[src/rtl/hazard_pkg.sv]
// Shared constants and types for the multi-cycle hazard unit: forwarding selects,
// MDU controller states and default geometry.
package hazard_pkg;

    localparam int REG_AW_DEF  = 5;
    localparam int MDU_LAT_DEF = 4;
    localparam int CNT_W_DEF   = 4;

    localparam logic [1:0] FWD_REG = 2'b00;
    localparam logic [1:0] FWD_W   = 2'b01;
    localparam logic [1:0] FWD_M   = 2'b10;

    typedef enum logic {
        IDLE = 1'b0,
        BUSY = 1'b1
    } mdu_state_t;

endpackage

[src/rtl/hazard_unit_mc_if.sv]
// Pipeline-side bundle of the hazard unit: register fields and enables from D/E/M/W,
// MDU issue info in, and forwarding, stall and MDU status back out.
interface hazard_unit_mc_if
    import hazard_pkg::*;
#(
    parameter int REG_AW = REG_AW_DEF
);

    logic [REG_AW-1:0] rsD, rtD;
    logic [REG_AW-1:0] rsE, rtE;
    logic [REG_AW-1:0] rwE, rwM, rwW;
    logic              RegWriteE, RegWriteM, RegWriteW;
    logic              MemtoRegE, MemtoRegM;
    logic              npc_selD;
    logic              mdu_opD;
    logic              mdu_startE;
    logic [REG_AW-1:0] mdu_rwE;

    logic [1:0]        ForwardAE, ForwardBE;
    logic              ForwardAD, ForwardBD;
    logic              StallF, StallD, FlushE;
    logic              mdu_busy;
    logic              mdu_done;
    logic [REG_AW-1:0] mdu_rw;
    logic [31:0]       stall_cnt;

    // datapath side
    modport master (
        output rsD, rtD, rsE, rtE, rwE, rwM, rwW,
               RegWriteE, RegWriteM, RegWriteW, MemtoRegE, MemtoRegM,
               npc_selD, mdu_opD, mdu_startE, mdu_rwE,
        input  ForwardAE, ForwardBE, ForwardAD, ForwardBD,
               StallF, StallD, FlushE, mdu_busy, mdu_done, mdu_rw, stall_cnt
    );

    // hazard unit side
    modport slave (
        input  rsD, rtD, rsE, rtE, rwE, rwM, rwW,
               RegWriteE, RegWriteM, RegWriteW, MemtoRegE, MemtoRegM,
               npc_selD, mdu_opD, mdu_startE, mdu_rwE,
        output ForwardAE, ForwardBE, ForwardAD, ForwardBD,
               StallF, StallD, FlushE, mdu_busy, mdu_done, mdu_rw, stall_cnt
    );

endinterface

[src/rtl/hazard_scoreboard.sv]
// Per-register pending bits for in-flight MDU results; one set port, one clear port,
// two combinational read ports. Register 0 is never marked.
module hazard_scoreboard
    import hazard_pkg::*;
#(
    parameter int REG_AW = REG_AW_DEF
) (
    input  logic              clk,
    input  logic              rst,
    input  logic              set_en,
    input  logic [REG_AW-1:0] set_addr,
    input  logic              clr_en,
    input  logic [REG_AW-1:0] clr_addr,
    input  logic [REG_AW-1:0] ra,
    input  logic [REG_AW-1:0] rb,
    output logic              pa,
    output logic              pb
);

    localparam int NREG = 1 << REG_AW;

    logic [NREG-1:0] pending;

    // set is applied after clear so a reissue to the retiring register keeps it pending
    always_ff @(posedge clk or negedge rst) begin
        if (!rst) begin
            pending <= '0;
        end else begin
            if (clr_en) begin
                pending[clr_addr] <= 1'b0;
            end
            if (set_en && (set_addr != '0)) begin
                pending[set_addr] <= 1'b1;
            end
        end
    end

    assign pa = pending[ra];
    assign pb = pending[rb];

endmodule

[src/rtl/hazard_unit_mc.sv]
// Hazard unit for the 5-stage core with a multi-cycle MDU: forwarding, load-use/branch
// stalls, MDU scoreboard and latency FSM. Optional stall counter under HAZ_PERF_EN.
//
//  state | meaning
//  ------+-------------------------------------------------------------
//  IDLE  | no op in flight; may also be the done cycle of the last op
//  BUSY  | op in flight, cnt counts down to 1, then the done cycle follows
module hazard_unit_mc
    import hazard_pkg::*;
#(
    parameter int REG_AW  = REG_AW_DEF,
    parameter int MDU_LAT = MDU_LAT_DEF,
    parameter int CNT_W   = CNT_W_DEF
) (
    input  logic                   clk,
    input  logic                   rst,
    hazard_unit_mc_if.slave        hif
);

    localparam logic [CNT_W-1:0] CNT_LOAD = CNT_W'(MDU_LAT - 1);
    localparam logic [CNT_W-1:0] CNT_ONE  = CNT_W'(1);

    mdu_state_t        state;
    logic [CNT_W-1:0]  cnt;
    logic              busy_q;
    logic              done_q;
    logic [REG_AW-1:0] rw_q;

    logic [1:0]        fwd_ae, fwd_be;
    logic              fwd_ad, fwd_bd;
    logic              rs_nz, rt_nz;
    logic              lwstall, brstall, rawstall, strstall, stall;
    logic              mdu_accept;
    logic              done_next;
    logic              pend_rs, pend_rt;

    assign rs_nz = (hif.rsD != '0);
    assign rt_nz = (hif.rtD != '0);

    always_comb begin
        fwd_ae = FWD_REG;
        if ((hif.rsE != '0) && hif.RegWriteM && (hif.rsE == hif.rwM)) begin
            fwd_ae = FWD_M;
        end else if ((hif.rsE != '0) && hif.RegWriteW && (hif.rsE == hif.rwW)) begin
            fwd_ae = FWD_W;
        end
    end

    always_comb begin
        fwd_be = FWD_REG;
        if ((hif.rtE != '0) && hif.RegWriteM && (hif.rtE == hif.rwM)) begin
            fwd_be = FWD_M;
        end else if ((hif.rtE != '0) && hif.RegWriteW && (hif.rtE == hif.rwW)) begin
            fwd_be = FWD_W;
        end
    end

    assign fwd_ad = rs_nz && hif.RegWriteM && (hif.rsD == hif.rwM);
    assign fwd_bd = rt_nz && hif.RegWriteM && (hif.rtD == hif.rwM);

    assign lwstall = hif.MemtoRegE && (hif.rtE != '0) &&
                     ((hif.rsD == hif.rtE) || (hif.rtD == hif.rtE));

    // the compare in D needs operands that are still in E, or a load result still in M
    assign brstall = hif.npc_selD && (
                       (hif.RegWriteE && (hif.rwE != '0) &&
                        ((hif.rwE == hif.rsD) || (hif.rwE == hif.rtD))) ||
                       (hif.MemtoRegM && (hif.rwM != '0) &&
                        ((hif.rwM == hif.rsD) || (hif.rwM == hif.rtD))));

    assign rawstall  = pend_rs || pend_rt;
    assign done_next = (cnt == CNT_ONE);
    assign strstall  = hif.mdu_opD && busy_q && !done_next;
    assign stall     = lwstall || brstall || rawstall || strstall;

    // IDLE covers the done cycle, so a back-to-back issue is accepted there
    assign mdu_accept = hif.mdu_startE && (state == IDLE);

    hazard_scoreboard #(
        .REG_AW (REG_AW)
    ) u_scoreboard (
        .clk      (clk),
        .rst      (rst),
        .set_en   (mdu_accept),
        .set_addr (hif.mdu_rwE),
        .clr_en   (done_q),
        .clr_addr (rw_q),
        .ra       (hif.rsD),
        .rb       (hif.rtD),
        .pa       (pend_rs),
        .pb       (pend_rt)
    );

    always_ff @(posedge clk or negedge rst) begin
        if (!rst) begin
            state  <= IDLE;
            cnt    <= '0;
            busy_q <= 1'b0;
            done_q <= 1'b0;
            rw_q   <= '0;
        end else begin
            done_q <= 1'b0;
            case (state)
                IDLE: begin
                    if (hif.mdu_startE) begin
                        state  <= BUSY;
                        cnt    <= CNT_LOAD;
                        rw_q   <= hif.mdu_rwE;
                        busy_q <= 1'b1;
                    end else begin
                        busy_q <= 1'b0;
                    end
                end
                BUSY: begin
                    cnt <= cnt - 1'b1;
                    if (done_next) begin
                        state  <= IDLE;
                        done_q <= 1'b1;
                    end
                end
                default: begin
                    state  <= IDLE;
                    busy_q <= 1'b0;
                end
            endcase
        end
    end

    mdu_start_while_busy: assert property (
        @(posedge clk) disable iff (!rst) !(hif.mdu_startE && (state == BUSY))
    );

`ifdef HAZ_PERF_EN
    logic [31:0] stall_cnt_q;

    always_ff @(posedge clk or negedge rst) begin
        if (!rst) begin
            stall_cnt_q <= '0;
        end else if (stall && (stall_cnt_q != '1)) begin
            stall_cnt_q <= stall_cnt_q + 32'd1;
        end
    end

    assign hif.stall_cnt = stall_cnt_q;
`else
    assign hif.stall_cnt = '0;
`endif

    assign hif.ForwardAE = fwd_ae;
    assign hif.ForwardBE = fwd_be;
    assign hif.ForwardAD = fwd_ad;
    assign hif.ForwardBD = fwd_bd;
    assign hif.StallF    = stall;
    assign hif.StallD    = stall;
    assign hif.FlushE    = stall;
    assign hif.mdu_busy  = busy_q;
    assign hif.mdu_done  = done_q;
    assign hif.mdu_rw    = rw_q;

endmodule

[src/flat_wrapper.sv]
// flat-port wrapper written by rule: the top's interface ports become plain ports
module hazard_unit_mc_flat import hazard_pkg::*;
#(
    parameter int REG_AW  = REG_AW_DEF,
    parameter int MDU_LAT = MDU_LAT_DEF,
    parameter int CNT_W   = CNT_W_DEF
)
  (clk, rst, hif_rsD, hif_rtD, hif_rsE, hif_rtE, hif_rwE, hif_rwM, hif_rwW, hif_RegWriteE, hif_RegWriteM, hif_RegWriteW, hif_MemtoRegE, hif_MemtoRegM, hif_npc_selD, hif_mdu_opD, hif_mdu_startE, hif_mdu_rwE, hif_ForwardAE, hif_ForwardBE, hif_ForwardAD, hif_ForwardBD, hif_StallF, hif_StallD, hif_FlushE, hif_mdu_busy, hif_mdu_done, hif_mdu_rw, hif_stall_cnt);
  hazard_unit_mc_if #(.REG_AW(REG_AW)) hif_i ();
  input  logic clk;
  input  logic rst;
  input wire logic [$bits(hif_i.rsD)-1:0] hif_rsD;
  input wire logic [$bits(hif_i.rtD)-1:0] hif_rtD;
  input wire logic [$bits(hif_i.rsE)-1:0] hif_rsE;
  input wire logic [$bits(hif_i.rtE)-1:0] hif_rtE;
  input wire logic [$bits(hif_i.rwE)-1:0] hif_rwE;
  input wire logic [$bits(hif_i.rwM)-1:0] hif_rwM;
  input wire logic [$bits(hif_i.rwW)-1:0] hif_rwW;
  input wire logic [$bits(hif_i.RegWriteE)-1:0] hif_RegWriteE;
  input wire logic [$bits(hif_i.RegWriteM)-1:0] hif_RegWriteM;
  input wire logic [$bits(hif_i.RegWriteW)-1:0] hif_RegWriteW;
  input wire logic [$bits(hif_i.MemtoRegE)-1:0] hif_MemtoRegE;
  input wire logic [$bits(hif_i.MemtoRegM)-1:0] hif_MemtoRegM;
  input wire logic [$bits(hif_i.npc_selD)-1:0] hif_npc_selD;
  input wire logic [$bits(hif_i.mdu_opD)-1:0] hif_mdu_opD;
  input wire logic [$bits(hif_i.mdu_startE)-1:0] hif_mdu_startE;
  input wire logic [$bits(hif_i.mdu_rwE)-1:0] hif_mdu_rwE;
  output wire logic [$bits(hif_i.ForwardAE)-1:0] hif_ForwardAE;
  output wire logic [$bits(hif_i.ForwardBE)-1:0] hif_ForwardBE;
  output wire logic [$bits(hif_i.ForwardAD)-1:0] hif_ForwardAD;
  output wire logic [$bits(hif_i.ForwardBD)-1:0] hif_ForwardBD;
  output wire logic [$bits(hif_i.StallF)-1:0] hif_StallF;
  output wire logic [$bits(hif_i.StallD)-1:0] hif_StallD;
  output wire logic [$bits(hif_i.FlushE)-1:0] hif_FlushE;
  output wire logic [$bits(hif_i.mdu_busy)-1:0] hif_mdu_busy;
  output wire logic [$bits(hif_i.mdu_done)-1:0] hif_mdu_done;
  output wire logic [$bits(hif_i.mdu_rw)-1:0] hif_mdu_rw;
  output wire logic [$bits(hif_i.stall_cnt)-1:0] hif_stall_cnt;
  assign hif_i.rsD = hif_rsD;
  assign hif_i.rtD = hif_rtD;
  assign hif_i.rsE = hif_rsE;
  assign hif_i.rtE = hif_rtE;
  assign hif_i.rwE = hif_rwE;
  assign hif_i.rwM = hif_rwM;
  assign hif_i.rwW = hif_rwW;
  assign hif_i.RegWriteE = hif_RegWriteE;
  assign hif_i.RegWriteM = hif_RegWriteM;
  assign hif_i.RegWriteW = hif_RegWriteW;
  assign hif_i.MemtoRegE = hif_MemtoRegE;
  assign hif_i.MemtoRegM = hif_MemtoRegM;
  assign hif_i.npc_selD = hif_npc_selD;
  assign hif_i.mdu_opD = hif_mdu_opD;
  assign hif_i.mdu_startE = hif_mdu_startE;
  assign hif_i.mdu_rwE = hif_mdu_rwE;
  assign hif_ForwardAE = hif_i.ForwardAE;
  assign hif_ForwardBE = hif_i.ForwardBE;
  assign hif_ForwardAD = hif_i.ForwardAD;
  assign hif_ForwardBD = hif_i.ForwardBD;
  assign hif_StallF = hif_i.StallF;
  assign hif_StallD = hif_i.StallD;
  assign hif_FlushE = hif_i.FlushE;
  assign hif_mdu_busy = hif_i.mdu_busy;
  assign hif_mdu_done = hif_i.mdu_done;
  assign hif_mdu_rw = hif_i.mdu_rw;
  assign hif_stall_cnt = hif_i.stall_cnt;
  hazard_unit_mc #(.REG_AW(REG_AW), .MDU_LAT(MDU_LAT), .CNT_W(CNT_W)) u_core (.clk(clk), .rst(rst), .hif(hif_i));
endmodule
[config.mk]
export PLATFORM = sky130hd
export DESIGN_NAME = hazard_unit_mc_flat
export DESIGN_NICKNAME = d
export VERILOG_FILES = /design/src/rtl/hazard_pkg.sv /design/src/rtl/hazard_unit_mc_if.sv /design/src/rtl/hazard_scoreboard.sv /design/src/rtl/hazard_unit_mc.sv /design/src/flat_wrapper.sv
export SDC_FILE = /design/constraint.sdc
export NUM_CORES = 1
export LEC_CHECK = 0
export ABC_AREA = 1
export CAP_MARGIN = 20
export CORE_MARGIN = 2
export CORE_UTILIZATION = 40
export DETAILED_ROUTE_END_ITERATION = 10
export PLACE_DENSITY = 0.65
export RECOVER_POWER = 25
export SYNTH_ARGS = -nofsm -noshare
export SYNTH_HDL_FRONTEND = slang
export SYNTH_SLANG_ARGS = --single-unit
[constraint.sdc]
create_clock -name clk -period 2.32 [get_ports clk]
set_input_delay 0.348 -clock clk [delete_from_list [all_inputs] [get_ports clk]]
set_output_delay 0.348 -clock clk [all_outputs]
set_load 0.005 [all_outputs]
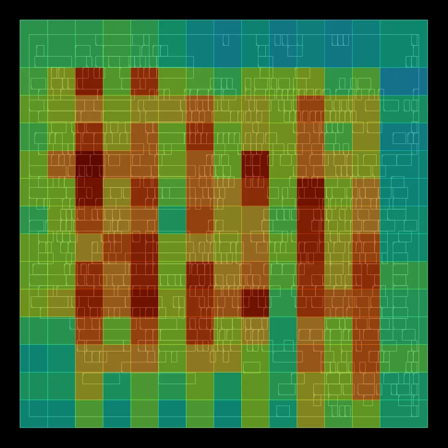
Fig. 1. Routing congestion map.
final core utilization: 51.8%
GRT Total Usage: 23.1%
GRT busiest layer: met2
routing usage on met3: 1.93%

==> impl_metrics.json <==
{
  "final_nets": 721,
  "htreeDepth": 2,
  "crit_path_end_kind": "output pin",
  "finalCritPeriodShare_pct": 96.5,
  "grt_pass1_vias": 3978,
  "worst_slack_ps": 81.2,
  "synthXorXnorAreaFrac_pct": 5.26,
  "clkLatencyLatePin_ps": 290,
  "cts_buffer_depth": 2,
  "leakage_nw": 2.39,
  "fp_util_pct": 41.2,
  "drive_gt1_share_pct": 13.6,
  "worstPathCellList": "clkdlybuf4s50_1 -> xnor2_1 -> o221ai_1 -> nor4_1 -> buf_4 -> nor2_1 -> dlygate4sd2_1",
  "die_x_um": 102,
  "ctsHoldBuffers": 0,
  "grt_max_degree": 45,
  "antenna_cells": 0,
  "cts_tree": "done",
  "warning_count": 28,
  "fmax_mhz": 447,
  "path_class": "input pin to output pin",
  "ys_sh_aoi_pct": 17.9,
  "dr.pass1.iters": 5,
  "hold_class": "input pin to async pin",
  "grt_pass1_wl_um": 19000,
  "worstRegToRegCells": 5,
  "ys_seq_share_pct": 28.9,
  "worstPathRequired_ps": 1970,
  "ys_sh_adder_pct": 0.657,
  "hpwlAfterDp_um": 8950,
  "critPathTopFamily": "buffers and inverters",
  "fillers": 973,
  "power_mw": 3.27,
  "pre_cts_ws_ps": -364,
  "ir_drop_mv": 0.637,
  "fin_crit_ps": 2240,
  "area_leaders": "dfrtp_1 29%, nand2_1 14%, o21ai_0 8.9%, buf_4 7.5%, inv_1 6.9%",
  "dieArea_um2": 10300,
  "worstMarginPinSlew_ps": 1080,
  "outcome": "complete, no violations",
  "crit_cells": 7,
  "num_vias": 4038,
  "top_area_cell": "dfrtp_1",
  "path_max_fanout": 2,
  "setup.worst_path.start_class": "input pin",
  "simple_gate_area_share_pct": 28.4,
  "yosys_cells": 570,
  "antenna_found_initial": 0,
  "syn_inst": 570,
  "maxSlewViolCount": 0,
  "rsz0062_at_grt": "yes",
  "clock-sinks": 44,
  "synthToLayoutAreaGrowth_pct": 25.8,
  "cts_buffers": 5,
  "gp_congestion": 0.956,
  "maxSlewHeadroom_pct": 28.3,
  "timing.rr.end": "u_core.u_scoreboard.pending[19]",
  "rows": 35,
  "drc": 0,
  "dp_cells": 790,
  "synthArstFlopShare_pct": 100,
  "p_per_area_nw_per_um2": 682,
  "ioPinCount": 98,
  "postRouteAntennaNets": 0,
  "critical_path_arrival_ps": 1890,
  "die_h_um": 102,
  "synth_cell_type_count": 39,
  "ys_ff": 44,
  "finalHoldViolCount": 0,
  "synth-edff-count": 0,
  "core_um2": 9240,
  "critical_path_buf_inv_count": 3,
  "syn-cell-area_um2": 3810,
  "port_buffers": 65,
  "setup_viol": 0,
  "cpPeakStageDelay_ps": 500,
  "ys_sh_mux_pct": 0,
  "via_per_inst": 5.06,
  "ff_type": "dfrtp_1",
  "reg2reg_from": "u_core.state",
  "drtIter0Drc": 280,
  "maxCapViolations": 0,
  "cts-root-buf": "clkbuf_8",
  "skew_ps": 4.04,
  "critPathSlowestCell": "clkdlybuf4s50_1",
  "clk_pin_slew_ps": 70,
  "syn_area_per_cell_um2": 6.68,
  "ys_area_um2": 3810,
  "regToRegSetupSlack_ps": 830,
  "layoutNonFillerInstCount": 798,
  "ys_warn_count": 0,
  "logic_family": "simple AND/OR/NAND/NOR gates",
  "top_area_share_pct": 28.9,
  "gr-total-overflow": 0
}
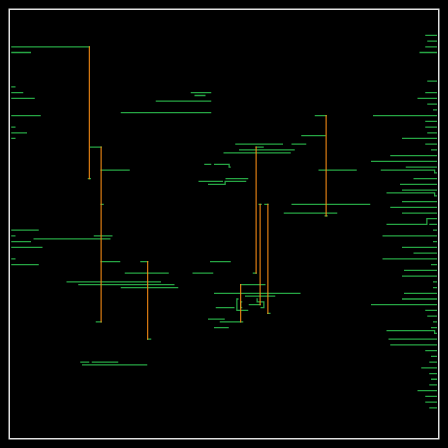
Fig. 2. Wiring by layer.
Two of the layers only.
legend:
  metal 4:
    color: orange
    wire_length: 203 µm
  metal 3:
    color: green
    wire_length: 762 µm
wire length per cell: 14.3 µm
WL final: 11400 µm

==> state kept, by name (all words and copies together) (netlist names) <==
register,cells
u_core.hif.mdu_rw,5
u_core.u_scoreboard.pending,32
u_core.hif.mdu_busy,1
u_core.cnt,4
u_core.hif.mdu_done,1
u_core.state,1
==> placed cells by master, fill, tap and decap left out, types with 5 or more instances in the layout <==
cell type        instances
o31ai_1                 10
o21ai_1                  6
o21ai_0                 67
inv_2                    9
clkbuf_8                 7
dlygate4sd2_1           25
xor2_1                  12
nor3_1                   9
xnor2_1                  9
or2_2                    5
a21oi_1                  5
nor2_1                  41
o211ai_1                10
nand2_1                141
dfrtp_1                 44
inv_1                   68
clkdlybuf4s50_1         33
buf_4                   46
nand3_1                 48
conb_1                  32
==> layout make-up <==
cell class              count  area, µm²  share of cell area, %
multi-input cells         423       2110                   44.1
flip-flops and latches     44       1100                   23.0
repair buffers            115       1010                   21.1
inverters                  80        310                   6.48
well taps                 129        161                   3.37
clock buffers               7       96.3                   2.01
==> routing by layer <==
layer	vias up	track usage [%]	part of all wire, %	routed length (µm)
li1	1985	-	-	-
met1	1858	29.9	44	5000
met2	176	40.1	48	5430
met3	19	1.93	6.7	762
met4	0	8.32	1.8	203
met5	-	0	0	0
==> synth_stat cells (3+ instances only) <==
master	count
nor2_1	41
nand3_2	3
nand3_1	48
xnor2_1	9
buf_2	7
nand2_1	141
o211ai_1	10
or2_2	5
a21oi_1	5
o31ai_1	10
o2111ai_1	3
o21ai_0	68
buf_6	6
inv_1	70
buf_4	38
o21ai_1	5
nand4_1	3
dfrtp_1	44
inv_2	10
nor3_1	9
xor2_1	12
==> worst register-to-register path, stage by stage, from the launching register on <==
cell and delay (ps):
dfrtp_1 450, inv_1 120, nand2_1 180, inv_1 140, nand3_1 270, o21ai_0 260
==> repair_timing <==
action | in CTS | in global routing
gates cloned | 0 | 0
gates resized | 46 | 6
endpoints found under the setup margin | 9 | 3
pin swaps | 9 | 2
buffers inserted | 2 | 0
==> power breakdown <==
part           total [mW]  internal [mW]  switching (mW)
logic                1.38          0.603           0.782
registers            1.38           1.08           0.294
clock network       0.506          0.265           0.241
==> cell families after synthesis <==
kind of cell | count (synthesis)
fa+ha+maj | 2
buf+inv | 134
xor+xnor | 22
other cells | 1
flops | 44
simple gates | 254
compound gates | 113
==> through the flow <==
step	utilization [%]	setup TNS (ps)	hold WS (ps)	area, µm²
after detailed placement	50.8	-2800	496	4690
after global routing	51.8	-56.7	327	4790
after floorplan	-	0	52.4	3920
after global placement	50.8	-2700	480	4690
after CTS	51.8	0	236	4790
final	51.8	0	243	4790
==> how the worst max path moves through the flow <==
| stage | to | startpoint | slack [ps] |
|---|---|---|---|
| 2_1_floorplan | hif_StallD | hif_rtD[1] | 620 |
| 3_3_place_gp | hif_FlushE | hif_rtD[0] | -340 |
| 3_5_place_dp | hif_StallF | hif_rtD[0] | -360 |
| 4_1_cts | hif_ForwardBD | hif_rtD[1] | 20 |
| 5_1_grt | hif_FlushE | hif_rtD[1] | -30 |
| 6_report | hif_ForwardAE[0] | hif_rsE[2] | 80 |
No activity file was given, so power comes from the tool's default toggle rates.
